==> src/rtl/regfile_writeback.sv <==
// Write-back arbiter for the single register-file write port: ALU results win,
// load results wait in a small in-order queue and drain when the port is idle.
module regfile_writeback #(
    parameter int DEPTH = 4
) (
    input  logic                     clk,
    input  logic                     rst,
    input  logic                     alu_valid,
    input  logic [4:0]               alu_dest,
    input  logic [31:0]              alu_data,
    input  logic                     ld_valid,
    input  logic [4:0]               ld_dest,
    input  logic [31:0]              ld_data,
    output logic                     ld_ready,
    input  logic [4:0]               query_reg,
    output logic                     query_pending,
    output logic [$clog2(DEPTH):0]   ld_count,
    output logic [4:0]               write_reg,
    output logic [31:0]              data,
    output logic                     reg_write_flag
);

    localparam int PTR_W = $clog2(DEPTH);
    localparam int CNT_W = PTR_W + 1;

    logic [DEPTH-1:0] q_live;
    logic [4:0]       q_dest [DEPTH];
    logic [31:0]      q_data [DEPTH];
    logic [PTR_W-1:0] wr_ptr;
    logic [PTR_W-1:0] rd_ptr;
    logic [CNT_W-1:0] count;

    logic             alu_win;
    logic             ld_push;
    logic             q_pop;
    logic [DEPTH-1:0] occupied;
    logic             queue_hit;

    // Load handshake: a load transfers on a rising edge where ld_valid && ld_ready;
    // ld_ready depends only on the registered count, never on ld_valid or the pop.
    always_comb begin
        alu_win  = alu_valid && (alu_dest != 5'd0);
        ld_ready = (count != CNT_W'(DEPTH));
        ld_push  = ld_valid && ld_ready && (ld_dest != 5'd0);
        q_pop    = !alu_win && (count != '0);
    end

    assign ld_count = count;

    // An entry is occupied when its distance from the read pointer is below the count.
    always_comb begin
        occupied  = '0;
        queue_hit = 1'b0;
        for (int i = 0; i < DEPTH; i++) begin
            occupied[i] = ({1'b0, PTR_W'(PTR_W'(i) - rd_ptr)} < count);
            if (occupied[i] && q_live[i] && (q_dest[i] == query_reg))
                queue_hit = 1'b1;
        end
    end

    always_comb begin
        query_pending = 1'b0;
        if (query_reg != 5'd0)
            query_pending = queue_hit || (reg_write_flag && (write_reg == query_reg));
    end

    // Queue storage. The squash loop runs before the push so that a load accepted
    // alongside an ALU write to the same register stays live (it is the younger write).
    always_ff @(posedge clk or posedge rst) begin
        if (rst) begin
            q_live <= '0;
            wr_ptr <= '0;
            rd_ptr <= '0;
            count  <= '0;
            for (int i = 0; i < DEPTH; i++) begin
                q_dest[i] <= '0;
                q_data[i] <= '0;
            end
        end else begin
            if (alu_win) begin
                for (int i = 0; i < DEPTH; i++) begin
                    if (q_dest[i] == alu_dest)
                        q_live[i] <= 1'b0;
                end
            end
            if (q_pop) begin
                q_live[rd_ptr] <= 1'b0;
                rd_ptr         <= rd_ptr + 1'b1;
            end
            if (ld_push) begin
                q_live[wr_ptr] <= 1'b1;
                q_dest[wr_ptr] <= ld_dest;
                q_data[wr_ptr] <= ld_data;
                wr_ptr         <= wr_ptr + 1'b1;
            end
            count <= count + CNT_W'(ld_push) - CNT_W'(q_pop);
        end
    end

    // Output stage: a dead head still consumes its pop cycle with the write enable low.
    always_ff @(posedge clk or posedge rst) begin
        if (rst) begin
            reg_write_flag <= 1'b0;
            write_reg      <= '0;
            data           <= '0;
        end else if (alu_win) begin
            reg_write_flag <= 1'b1;
            write_reg      <= alu_dest;
            data           <= alu_data;
        end else if (q_pop) begin
            reg_write_flag <= q_live[rd_ptr];
            if (q_live[rd_ptr]) begin
                write_reg <= q_dest[rd_ptr];
                data      <= q_data[rd_ptr];
            end
        end else begin
            reg_write_flag <= 1'b0;
        end
    end

endmodule

==> config.mk <==
export PLATFORM = sky130hd
export DESIGN_NAME = regfile_writeback
export DESIGN_NICKNAME = d
export VERILOG_FILES = /design/src/rtl/regfile_writeback.sv
export SDC_FILE = /design/constraint.sdc
export NUM_CORES = 1
export LEC_CHECK = 0
export ABC_AREA = 1
export CAP_MARGIN = 0
export CORE_ASPECT_RATIO = 0.6
export CORE_UTILIZATION = 50
export CTS_CLUSTER_DIAMETER = 40
export DETAILED_ROUTE_END_ITERATION = 8
export GPL_TIMING_DRIVEN = 0
export PLACE_DENSITY = 0.73
export SYNTH_ARGS = -nofsm -noshare
export SYNTH_HDL_FRONTEND = slang
export SYNTH_SLANG_ARGS = --single-unit
==> constraint.sdc <==
create_clock -name clk -period 11.97 [get_ports clk]
set_input_delay 1.197 -clock clk [delete_from_list [all_inputs] [get_ports clk]]
set_output_delay 1.197 -clock clk [all_outputs]
set_load 0.005 [all_outputs]
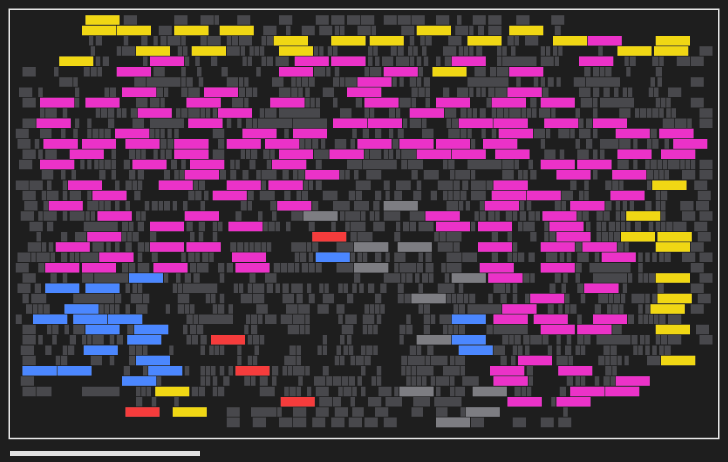
**Above:** run 1 (register map, names as in the netlist).
Bar = 50 um. Other sequential cells in the stronger gray, the rest of the logic in the fainter gray.
legend:
  `q_dest`:
    color: blue
    placed_flops: 20
  `write_reg`:
    color: red
    placed_flops: 5
  `data`:
    color: yellow
    placed_flops: 32
    where: widely spread
  `q_data`:
    color: magenta
    placed_flops: 128
not colored: 12

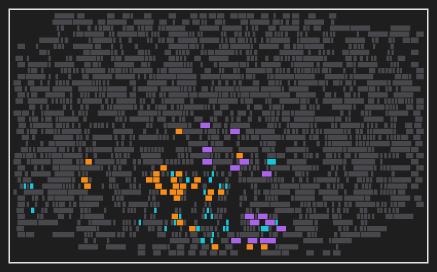
**Above:** run 1 (logic cells by family).
legend:
  xor and xnor cells:
    color: orange
    cells: 29
  nor cells:
    color: cyan
    cells: 28
    where: bottom center
  fa/ha/maj cells:
    color: purple
    cells: 15
    where: bottom center

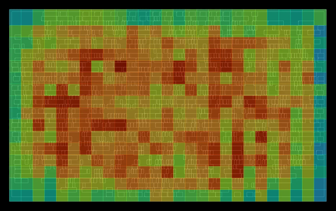
**Above:** run 1 (routing congestion).
GRT busiest layer: met1
fin util: 62.15%

==> flow_summary_export.csv, run 1 <==
group,metric,value,unit
run_status,outcome,"finished, final reports clean",
critical_path,worstSetupEndpointType,"output pin",
critical_path,crit_chain,"inv_2, clkbuf_1, ha_1, inv_1, ha_1, nand3_1, nand2_1, nor2_1, nand2_1, nand3_1, nor2_1, nor2_1, clkdlybuf4s50_1",
power,power.leakage,6.043,nW
critical_path,reg2reg_to,"ld_count[2]$_DFF_PP0_",
place,post-place-ws,7614,ps
clock_tree,tritoncts,"yes",
layout,mostFrequentLayoutCells,"nand2_1, dfrtp_1, clkdlybuf4s50_1, o21ai_0, a21oi_1",
layout,fin_nets,1501,
clock_tree,cts_htree_levels,4,
clock_tree,clock-root-buffer,"clkbuf_16",
synth,edf_count,0,
layout,syn_to_final_growth,21.56,%
synth,synth.comb.largest_family,"simple AND/OR/NAND/NOR gates",
clock_tree,cts_buffers,17,
synth,mux_area_share,0,%
place,gp_congestion,0.9513,
drt,routed.top_layer,"met5",
floorplanning,coreArea,0.02002,mm2
synth,synthTopCellsByArea,"dfrtp_1, nand2_1, o21ai_2",
critical_path,start_kind,"flip-flop",
clock_tree,post-cts-setup-buffer-count,0,
power,power_density,266.1,mW/mm2
global_routing,grt_pass1_wl,49230,um
drt,via_count,9192,
drt,drc,0,
clock_tree,cts_sinks,197,
synth,fa_ha_area_share,1.907,%
global_routing,grt_util_all_layers,30.76,%
place,dpl.hpwl,21980,um
synth,flop_cell,"dfrtp_1",
critical_path,crit_fanout,11,
synth,ys_sh_simple,22.93,%
synth,numSynthFlops,197,
synth,ys_seq_share,48.17,%
global_routing,grtUsageMet1,47.29,%
critical_path,crit_path_end,"query_pending",
synth,ys_cells,1263,
critical_path,r2r_slack,9760,ps
clock_tree,postCtsHoldBufs,0,
clock_tree,clock_latency,450,ps
drt,drtPass1Iterations,7,
timing,setup_ws,7489,ps
drt,via_per_inst,5.445,
timing,slew_violations,0,
synth,synth.top_cells.by_count,"nand2_1, dfrtp_1, o21ai_0, a21oi_1",
floorplanning,ios,126,
floorplanning,die_area,0.02107,mm2
synth,synth_nets,1361,
floorplanning,die_y,112.8,um
floorplanning,die_w,186.7,um
place,postPlaceCellArea,0.01181,mm2
layout,top_regs,"q_data (128), data (32), q_dest (20)",
power,peakVddDrop,0.0001829,V
worst_hold_path,min_path_type,"reg -> reg",
timing,max_slew_margin,53.64,%
worst_hold_path,hold_depth,2,
drt,dr_wl_met3,3053,um
drt,first_iter_violations,1016,
place,io_buffers,120,
critical_path,critPathKind,"reg -> out",
layout,largest_reg_flops,128,
drt,drt-total-wl,31160,um
timing,clock_skew,6.118,ps
critical_path,cpMostUsedCell,"nor2_1",
layout,design_area,0.01244,mm2
critical_path,worstPathArrival,3280,ps
layout,drive_above_1_share,13.00,%
clock_tree,clock_tree.buffer_depth,2,
timing,tns,0,ps
critical_path,worst-path-stages,13,
synth,synth_area,0.01023,mm2
critical_path,crit_family,"buffers and inverters",
flow_run,warnings,35,
critical_path,r2r_start,"ld_count[2]$_DFF_PP0_",
timing,min_period_over_period,37.43,%
timing,hold_violations,0,
layout,n_antenna_cell,0,
flow_run,maxCapViolCount,0,
synth,synth-compound-area-share,16.56,%
synth,ys_area,0.01023,mm2
critical_path,rr_worst_depth,8,
timing,min_period,4481,ps
timing,rsz0062_at_grt,"false",
global_routing,grt_max_degree,108,
drt,postRouteAntennaNets,0,
timing,hold-worst-slack,481.8,ps
synth,yosysTopAreaCell,"dfrtp_1",
global_routing,grtUsageMet3,8.995,%
synth,synth-async-reset-ratio,100.0,%
layout,largest_register,"q_data",
drt,post_drt_wl_per_cell,18.46,um
drt,wl_met1,15030,um
floorplanning,num_rows,40,
critical_path,crit_start,"rd_ptr[0]$_DFFE_PP0N_",
power,power,3.311,mW
synth,synth_cells,1263,
layout,layout_top_cell,"nand2_1",
-- run 1: where the power goes --
group | total, mW | internal, mW | switching, mW | leakage (nW)
Sequential | 1.20 | 0.973 | 0.230 | 2.47
Clock | 0.625 | 0.360 | 0.265 | 0.305
Combinational | 1.48 | 0.592 | 0.891 | 3.27
-- run 1: layout make-up --
cell class / count / area (um2)
Timing Repair Buffer: 121 / 1229
Fill cell: 1803 / 7577
Multi-Input combinational cell: 913 / 4492
Inverter: 74 / 290.3
Tap cell: 273 / 341.6
Buffer: 79 / 530.5
Clock buffer: 19 / 452.9
Clock inverter: 12 / 176.4
Sequential cell: 197 / 4930
==> run 2: changes to the inputs <==
- clock period: 11.97 -> 4.34 ns (I/O delays scaled with it)
==> flow_summary_export.csv, run 2 <==
group,metric,value,unit
synth,synth.comb.largest_family,"simple AND/OR/NAND/NOR gates",
place,io_buffers,120,
clock_tree,clock-root-buffer,"clkbuf_16",
layout,drive_above_1_share,13.11,%
timing,setup_ws,682.1,ps
timing,min_period,3658,ps
layout,buffers,204,
clock_tree,cts_sinks,197,
layout,clkbuf_count,24,
place,dpl.hpwl,22220,um
synth,synthTopCellsByArea,"dfrtp_1, nand2_1, o21ai_2",
power,combinationalPower,4.07,mW
layout,largest_register,"q_data",
place,postPlaceCellArea,0.01188,mm2
layout,final-comb-area,0.004492,mm2
layout,fill_cells,1833,
drt,wl_met1,15270,um
power,power,8.895,mW
synth,ys_seq_share,48.17,%
drt,drc,0,
drt,first_iter_violations,1014,
power,powerClk,1.51,mW
timing,clock_skew,8.459,ps
clock_tree,cts_buffers,17,
synth,synth_nets,1361,
synth,synth-compound-area-share,16.56,%
layout,fin_nets,1505,
floorplanning,taps,273,
floorplanning,ios,126,
critical_path,worstSetupEndpointType,"output pin",
timing,min_period_over_period,84.28,%
layout,largest_reg_flops,128,
critical_path,worstPathArrival,3220,ps
layout,syn_to_final_growth,21.48,%
run_status,outcome,"finished, final reports clean",
timing,hold_violations,0,
drt,routed.top_layer,"met4",
timing,max_slew_margin,58.70,%
power,power_density,715.5,mW/mm2
power,power.leakage,6.022,nW
power,peakVddDrop,0.0004333,V
critical_path,crit_fanout,12,
critical_path,crit_start,"rd_ptr[1]$_DFFE_PP0N_",
drt,drt-total-wl,30680,um
layout,n_antenna_cell,1,
synth,synth-async-reset-ratio,100.0,%
power,p_int,5.126,mW
synth,yosysTopAreaCell,"dfrtp_1",
critical_path,rr_worst_depth,8,
critical_path,crit_path_end,"query_pending",
power,powerSeq,3.32,mW
layout,inverters_excl_clock,74,
synth,flop_cell,"dfrtp_1",
power,power_leader,"combinational cells",
clock_tree,postCtsHoldBufs,0,
layout,layout_top_cell,"nand2_1",
global_routing,grtUsageMet3,6.079,%
global_routing,grt_util_all_layers,30.37,%
clock_tree,clock_tree.buffer_depth,2,
timing,tightestPinTransition,619.5,ps
synth,edf_count,0,
power,combPwrFrac,45.8,%
floorplanning,coreArea,0.02002,mm2
critical_path,r2r_start,"ld_count[2]$_DFF_PP0_",
synth,synth_cells,1263,
power,p_switching,3.770,mW
layout,top_regs,"q_data (128), data (32), q_dest (20)",
drt,drtPass1Iterations,5,
global_routing,grt.overflow.total,0,
synth,synth.top_cells.by_count,"nand2_1, dfrtp_1, o21ai_0, a21oi_1",
synth,synth_area,0.01023,mm2
drt,postRouteAntennaNets,0,
layout,flops,197,
synth,ys_sh_simple,22.93,%
drt,via_per_inst,5.362,
synth,numSynthFlops,197,
drt,dr_wl_met3,2728,um
clock_tree,post-cts-setup-buffer-count,0,
global_routing,grt_busiest_layer,"met1",
timing,tns,0,ps
timing,setup_viol,0,
power,p_seq_share,37.3,%
worst_hold_path,min_path_type,"in -> async",
layout,dominant-cell-class,"registers",
layout,buffer_area_share,14.73,%
clock_tree,tritoncts,"yes",
flow_run,warnings,33,
floorplanning,die_area,0.02107,mm2
synth,ys_cells,1263,
floorplanning,die_y,112.8,um
timing,slew_violations,0,
layout,design_area,0.01243,mm2
power,power_frac_clock,16.9,%
critical_path,reg2reg_to,"ld_count[2]$_DFF_PP0_",
layout,combAreaFraction,36.13,%
layout,final-clk-cell-share,4.418,%
critical_path,critPathKind,"reg -> out",
power,p_sw_share,42.38,%
floorplanning,num_rows,40,
floorplanning,die_w,186.7,um
flow_run,maxCapViolCount,0,
clock_tree,clock_latency,450,ps
layout,logic_gate_count,913,
timing,rsz0062_at_grt,"false",
layout,mostFrequentLayoutCells,"nand2_1, dfrtp_1, clkdlybuf4s50_1, o21ai_0, a21oi_1",
synth,ys_area,0.01023,mm2
synth,mux_area_share,0,%
-- run 2: critical path, stage by stage (launching register included) --
cell             delay [ps]
dfrtp_1                 470
inv_1                   130
clkbuf_1                490
ha_1                    380
inv_1                    70
ha_1                    220
nand3_1                  80
nand2_1                  60
nor2_1                  100
nand2_1                  50
nand3_1                  70
nor2_1                   40
nor2_1                  100
clkdlybuf4s50_1         510
-- run 2: kinds of logic (layout without fill, tap and decap cells) --
group | Yosys count | after routing
AND-OR/OR-AND | 282 | 282
XOR/XNOR | 29 | 29
adder cells (fa/ha/maj) | 15 | 15
buffers and inverters | 153 | 309
flip-flops | 197 | 197
other | 0 | 1
AND/OR/NAND/NOR | 587 | 587
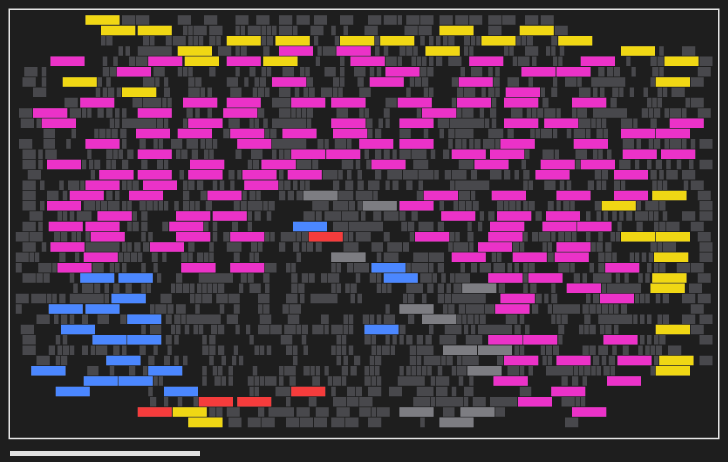
**Above:** run 2 (register map, names as in the netlist).
Bar = 50 um. Other sequential cells in the stronger gray, the rest of the logic in the fainter gray.
legend:
  `data`:
    color: yellow
    placed_flops: 32
    where: widely spread
  `q_dest`:
    color: blue
    placed_flops: 20
    where: lower left
  `write_reg`:
    color: red
    placed_flops: 5
  `q_data`:
    color: magenta
    placed_flops: 128
not colored: 12
register area: 0.004930 mm2
fin util: 62.11%
Seq/total area: 39.65%

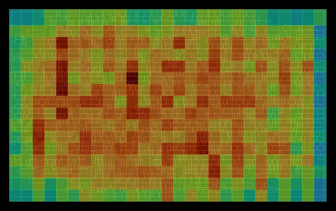
**Above:** run 2 (routing congestion).
met2 Usage GRT: 41.92%
met1 global-route usage: 48.73%
per-cell routed wire length: 18.12 um

==> run 3: changes to the inputs <==
- clock period: 4.34 -> 3.59 ns (I/O delays scaled with it)
==> flow_summary_export.csv, run 3 <==
group,metric,value,unit
run_status,outcome,"finished, final reports clean",
synth,flop_cell,"dfrtp_1",
layout,largest_reg_flops,128,
clock_tree,cts_buffers,17,
layout,syn_to_final_growth,21.38,%
layout,final-clk-cell-share,4.421,%
layout,fin_nets,1503,
synth,yosysTopAreaCell,"dfrtp_1",
global_routing,grt_util_all_layers,30.37,%
power,power.leakage,6.020,nW
clock_tree,cts_sinks,197,
drt,wl_met1,15160,um
power,power_frac_clock,17.0,%
floorplanning,num_rows,40,
place,io_buffers,120,
critical_path,critPathKind,"reg -> out",
synth,synth.top_cells.by_count,"nand2_1, dfrtp_1, o21ai_0, a21oi_1",
floorplanning,die_w,186.7,um
global_routing,grt_pass1_wl,48670,um
layout,n_antenna_cell,0,
timing,rsz0062_at_grt,"false",
power,power,10.74,mW
layout,dominant-cell-class,"registers",
floorplanning,taps,273,
drt,drc,0,
synth,synth_cells,1263,
critical_path,rr_worst_depth,8,
critical_path,worstSetupEndpointType,"output pin",
clock_tree,tritoncts,"yes",
synth,synth-compound-area-share,16.56,%
power,p_sw_share,42.37,%
layout,final-comb-area,0.004492,mm2
critical_path,crit_path_end,"query_pending",
synth,numSynthFlops,197,
critical_path,crit_chain,"inv_1, ha_1, inv_1, ha_1, nand3_1, nand2_1, nor2_1, nand2_1, nand3_1, nor2_1, nor2_1, clkdlybuf4s50_1",
drt,postRouteAntennaNets,0,
place,dpl.hpwl,22220,um
clock_tree,clock_tree.buffer_depth,2,
synth,ys_sh_simple,22.93,%
drt,drt-total-wl,30660,um
synth,ys_area,0.01023,mm2
synth,fa_ha_area_share,1.907,%
critical_path,worstPathArrival,3010,ps
synth,synth.comb.largest_family,"simple AND/OR/NAND/NOR gates",
synth,synth_area,0.01023,mm2
layout,clkbuf_count,24,
timing,setup_ws,217.4,ps
power,p_int,6.192,mW
floorplanning,die_area,0.02107,mm2
layout,top_regs,"q_data (128), data (32), q_dest (20)",
global_routing,grtUsageMet1,48.73,%
drt,first_iter_violations,1031,
global_routing,grtUsageMet3,6.079,%
layout,flops,197,
drt,dr_wl_met3,2908,um
timing,clock_skew,7.756,ps
layout,design_area,0.01242,mm2
synth,mux_area_share,0,%
timing,hold_violations,0,
critical_path,r2r_slack,1150,ps
layout,mostFrequentLayoutCells,"nand2_1, dfrtp_1, clkdlybuf4s50_1, o21ai_0, a21oi_1",
place,postPlaceCellArea,0.01188,mm2
worst_hold_path,min_path_type,"in -> async",
floorplanning,ios,126,
synth,synthTopCellsByArea,"dfrtp_1, nand2_1, o21ai_2",
critical_path,cpMostUsedCell,"nor2_1",
floorplanning,die_y,112.8,um
floorplanning,coreArea,0.02002,mm2
layout,inverters_excl_clock,74,
layout,buffers,202,
critical_path,crit_start,"rd_ptr[1]$_DFFE_PP0N_",
clock_tree,clock_latency,450,ps
critical_path,crit_fanout,14,
critical_path,reg2reg_to,"data[27]$_DFFE_PP0P_",
global_routing,grt.overflow.total,0,
layout,combAreaFraction,36.16,%
critical_path,r2r_start,"rd_ptr[1]$_DFFE_PP0N_",
global_routing,grt_util_met2,41.92,%
power,powerClk,1.82,mW
drt,via_per_inst,5.372,
drt,routed.top_layer,"met4",
critical_path,worst-path-stages,12,
power,peakVddDrop,0.0005226,V
synth,synth_nets,1361,
layout,drive_above_1_share,13.13,%
layout,fill_cells,1834,
power,p_switching,4.552,mW
layout,largest_register,"q_data",
power,combPwrFrac,45.7,%
timing,min_period_over_period,93.94,%
clock_tree,clock-root-buffer,"clkbuf_16",
power,p_seq_share,37.3,%
critical_path,start_kind,"flip-flop",
timing,tns,0,ps
synth,synth-async-reset-ratio,100.0,%
drt,via_count,9078,
power,power_density,864.9,mW/mm2
power,combinationalPower,4.91,mW
timing,max_slew_margin,58.35,%
timing,min_period,3373,ps
layout,buffer_area_share,14.68,%
synth,ys_seq_share,48.17,%
==> run 3: cell types whose count changed in the layout (fill, tap and decap cells not counted), sizes merged <==
cell    delta
diode      -1
clkbuf     -2
==> run 3: worst min path at each step <==
stage | depth (start not counted) | end | startpoint
floorplan | 2 | q_data[85]$_DFFE_PP0P_ | q_data[85]$_DFFE_PP0P_
CTS | 2 | ld_count[1]$_DFF_PP0_ | rst
detailed placement | 2 | q_data[72]$_DFFE_PP0P_ | q_data[72]$_DFFE_PP0P_
global placement | 2 | q_data[116]$_DFFE_PP0P_ | q_data[116]$_DFFE_PP0P_
global route | 2 | ld_count[1]$_DFF_PP0_ | rst
finish | 2 | ld_count[1]$_DFF_PP0_ | rst
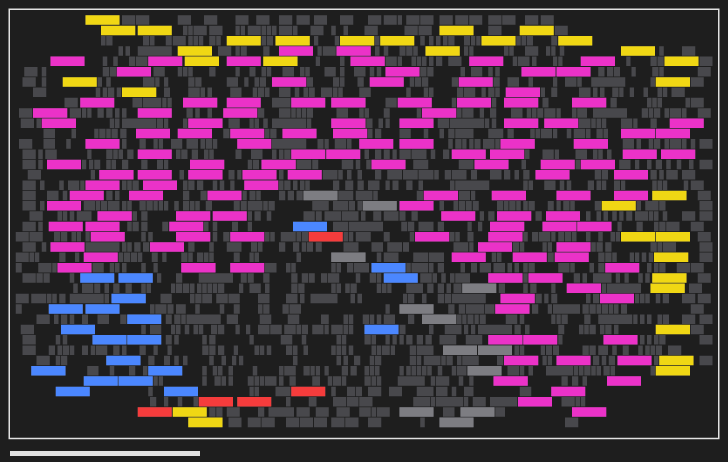
**Above:** run 3 (register map, names as in the netlist).
Bar = 50 um. Other sequential cells in the stronger gray, the rest of the logic in the fainter gray.
legend:
  `data`:
    color: yellow
    placed_flops: 32
    where: widely spread
  `q_dest`:
    color: blue
    placed_flops: 20
    where: lower left
  `write_reg`:
    color: red
    placed_flops: 5
  `q_data`:
    color: magenta
    placed_flops: 128
not colored: 12
fin util: 62.06%
Seq/total area: 39.68%
P_seq: 4.01 mW

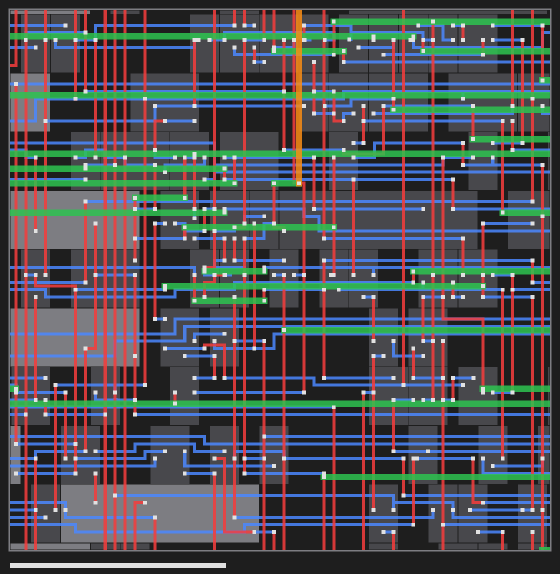
**Above:** run 3 (zoomed window).
Bar = 10 um. Region (34, 16) to (59, 41) um. Cells in gray, sequential cells in the stronger gray; small squares are vias.
legend:
  metal 3:
    color: green
  metal 1:
    color: blue
  metal 2:
    color: red
  metal 4:
    color: orange
netlist names of flops here include: `q_dest` (3)
sequential cells in the window: 3
most frequent: nand2_1 (26), inv_1 (6)
cells with their middle in the window: 60

Power figures rest on the tool's default switching activity, not on a simulated workload.
